`config.mk`:
```
export PLATFORM = sky130hd
export DESIGN_NAME = placement_grid_reader
export DESIGN_NICKNAME = d
export VERILOG_FILES = /design/src/rtl/placement_grid_reader.sv
export SDC_FILE = /design/constraint.sdc
export NUM_CORES = 1
export LEC_CHECK = 0
export CAP_MARGIN = 40
export CORE_ASPECT_RATIO = 0.75
export CORE_MARGIN = 5
export CORE_UTILIZATION = 48
export DETAILED_ROUTE_END_ITERATION = 8
export PLACE_DENSITY = 0.81
export SLEW_MARGIN = 10
export SYNTH_ARGS = -nofsm -noshare
export SYNTH_HDL_FRONTEND = slang
export SYNTH_SLANG_ARGS = --single-unit
```
`constraint.sdc`:
```
create_clock -name clk -period 2.7 [get_ports clk]
set_clock_uncertainty 0.05 [all_clocks]
set_input_delay 0.54 -clock clk [delete_from_list [all_inputs] [get_ports clk]]
set_output_delay 0.54 -clock clk [all_outputs]
set_load 0.02 [all_outputs]
```
`src/rtl/placement_grid_reader.sv`:
```
// Raster-scans the placement grid RAM and streams each occupied cell as (node, x, y), checking for duplicate and out-of-range ids.
// Latency: 4 cycles per cell plus 1 per emitted record and any stall cycles; backpressure holds the record in EMIT until out_ready.
module placement_grid_reader #(
   parameter int          N     = 6,
   parameter int          V     = 11,
   parameter logic [31:0] EMPTY = 32'hFFFF_FFFF
) (
   input  logic        clk,
   input  logic        reset,
   input  logic        start,
   output logic        busy,
   output logic        done,
   output logic        grid_re,
   output logic [31:0] grid_addr,
   input  logic [31:0] grid_dout,
   output logic        out_valid,
   input  logic        out_ready,
   output logic [31:0] out_node,
   output logic [31:0] out_x,
   output logic [31:0] out_y,
   output logic [31:0] count,
   output logic        err_dup,
   output logic        err_range
);

   localparam int CW = (N > 1) ? $clog2(N) : 1;
   localparam int IW = (V > 1) ? $clog2(V) : 1;

   typedef enum logic [2:0] {
      S_IDLE,
      S_READ,
      S_WAIT,
      S_CHECK,
      S_EMIT,
      S_ADV,
      S_DONE
   } state_t;

   state_t          state;
   state_t          state_nxt;
   logic [CW-1:0]   x;
   logic [CW-1:0]   y;
   logic [31:0]     addr;
   logic [V-1:0]    seen;
   logic signed [31:0] node_s;
   logic [IW-1:0]   idx;
   logic            is_empty;
   logic            in_range;
   logic            last;

   assign node_s   = grid_dout;
   assign idx      = grid_dout[IW-1:0];
   assign is_empty = (grid_dout == EMPTY);
   assign in_range = (node_s >= 0) && (node_s < V);
   assign last     = (x == CW'(N - 1)) && (y == CW'(N - 1));

   assign grid_re   = (state == S_READ);
   assign done      = (state == S_DONE);
   assign grid_addr = addr;

   always_comb begin
      state_nxt = state;
      case (state)
         S_IDLE:  if (start) state_nxt = S_READ;
         S_READ:  state_nxt = S_WAIT;
         S_WAIT:  state_nxt = S_CHECK;
         S_CHECK: begin
            if (!is_empty && in_range) state_nxt = S_EMIT;
            else                       state_nxt = S_ADV;
         end
         S_EMIT:  if (out_ready) state_nxt = S_ADV;
         S_ADV:   state_nxt = last ? S_DONE : S_READ;
         S_DONE:  state_nxt = S_IDLE;
         default: state_nxt = S_IDLE;
      endcase
   end

   always_ff @(posedge clk or negedge reset) begin
      if (!reset) begin
         state     <= S_IDLE;
         busy      <= 1'b0;
         x         <= '0;
         y         <= '0;
         addr      <= '0;
         seen      <= '0;
         count     <= '0;
         err_dup   <= 1'b0;
         err_range <= 1'b0;
         out_valid <= 1'b0;
         out_node  <= '0;
         out_x     <= '0;
         out_y     <= '0;
      end else begin
         state <= state_nxt;
         case (state)
            S_IDLE: begin
               if (start) begin
                  busy      <= 1'b1;
                  x         <= '0;
                  y         <= '0;
                  addr      <= '0;
                  seen      <= '0;
                  count     <= '0;
                  err_dup   <= 1'b0;
                  err_range <= 1'b0;
               end
            end
            S_CHECK: begin
               if (!is_empty) begin
                  if (in_range) begin
                     count <= count + 32'd1;
                     // duplicates are flagged but still forwarded downstream
                     if (seen[idx]) err_dup <= 1'b1;
                     else           seen[idx] <= 1'b1;
                     out_valid <= 1'b1;
                     out_node  <= grid_dout;
                     out_x     <= 32'(x);
                     out_y     <= 32'(y);
                  end else begin
                     err_range <= 1'b1;
                  end
               end
            end
            S_EMIT: begin
               if (out_ready) out_valid <= 1'b0;
            end
            S_ADV: begin
               // raster order means the linear address simply increments
               if (!last) begin
                  addr <= addr + 32'd1;
                  if (y == CW'(N - 1)) begin
                     y <= '0;
                     x <= x + 1'b1;
                  end else begin
                     y <= y + 1'b1;
                  end
               end
            end
            S_DONE: busy <= 1'b0;
            default: ;
         endcase
      end
   end

endmodule

```
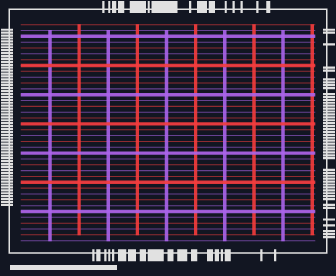
(PDN straps and rails)
Bar = 50 um. Pins as bars on the die edge.
[VSS] purple
[VDD] red
met4 straps: 10
signal pins: 202
rows: 37
met1 rails: 38
met5 straps: 7
maximum vdd drop: 0.0005021 V
core footprint: 13800 um^2
Die Wd: 147.2 um
die span in y: 112.9 um

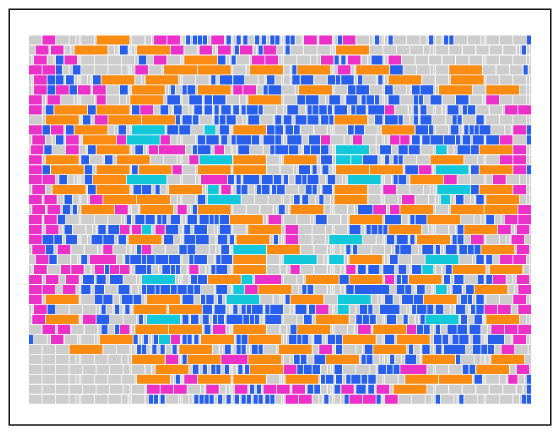
(placement by cell class)
Fill, decap, tap and diode cells in gray.
[flip-flops] orange | cells: 126 | share of their area: 36%
[other buffers and delay cells] magenta | cells: 181 | share of their area: 20%
[all other logic] blue | cells: 544 | share of their area: 37%
[clock drivers and dummy loads] cyan | cells: 32 | share of their area: 6.6%
row count: 37
Final Util: 0.6502

==> results.toml <==
# implementation run metrics
[placement]
placed_area_um2 = 8389
place_inst = 1026
dpl_worst_slack_ps = -55.23
place_congestion = 0.8733

[power_and_ir_drop]
p_int_uw = 3783
switching_share = 0.3190
p_total_uw = 5556
pwr-share-seq = 0.398
top_power_group = "clock"
p_comb_uw = 1110

[routing]
wirelength_um = 17210
topRoutingLayerUsed = "met4"
drt_iter0_markers = 332
route.detailed.drc = 0
first_pass_iters = 4
wl_met3_um = 1322

[synth]
ys_sh_mux = 0.04321
syn_area_um2 = 6776
syn_inst = 711
ys.flops = 126
synth_cell_types = 63
aoi_share = 0.1357
yosys.area.top_type = "dfrtp_1"
xor_area_frac = 0.01163
postSynthAreaPerCell_um2 = 9.531
ys_top_logic_family = "simple AND/OR/NAND/NOR gates"
edf_count = 0
netlist.area_leader.share = 0.4653

[cells_and_area]
final_cells = 1058
layout_top_cells = "clkdlybuf4s50_1 (142), dfrtp_1 (126), nand2_1 (101)"
nClkBuffers = 17
logic_gates = 532
diodes = 0
buffers = 181
comb_area_frac = 0.3549

[global_routing]
grt_use_met3 = 0.06645
grt.total_usage = 0.2069
grt_busiest_layer = "met2"

[sta]
slew_violations = 0
relSlewSlack = 0.5790
setup_viol = 0
tightest_slew_ps = 630.9
rsz0062_at_grt = "false"

[clock_tree]
cts-root-buf = "clkbuf_16"
clk_pin_slew_ps = 60
cts_buffer_depth = 2

[run_status]
status = "complete, no violations"

[die]
dieArea_um2 = 16620
fp_util = 0.4912
io_pins = 202

[run]
warning_count = 27
maxCapViolCount = 0

[critical_path]
r2r_start = "state[1]"
critPathMaxStageDelay_ps = 630
cp.arrival_ps = 1890
required_ps = 2110
worst-path-max-fanout = 13
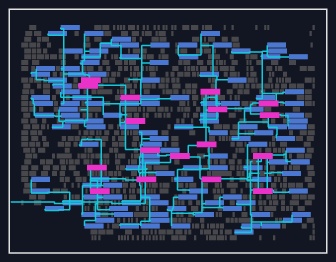
(clock network drawn from the DEF)
[cells driving clock nets] magenta | count: 17
[flip-flops] blue | count: 126
[clock wires] cyan | length: 1610 um
routed clock nets: 18
flops lie: widely spread
Clock power frac: 0.401
Clock net power: 2230 uW
clk_lat worst skew: 410 ps

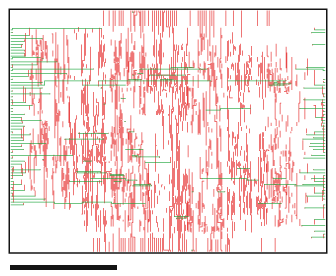
(routed metal, one color a layer)
Bar = 50 um. Only two layers are drawn.
[met2] red | wire length: 7570 um
[met3] green | wire length: 1320 um
DR vias: 5705
routed len/inst: 16.26 um

No activity file was given, so power comes from the tool's default toggle rates.
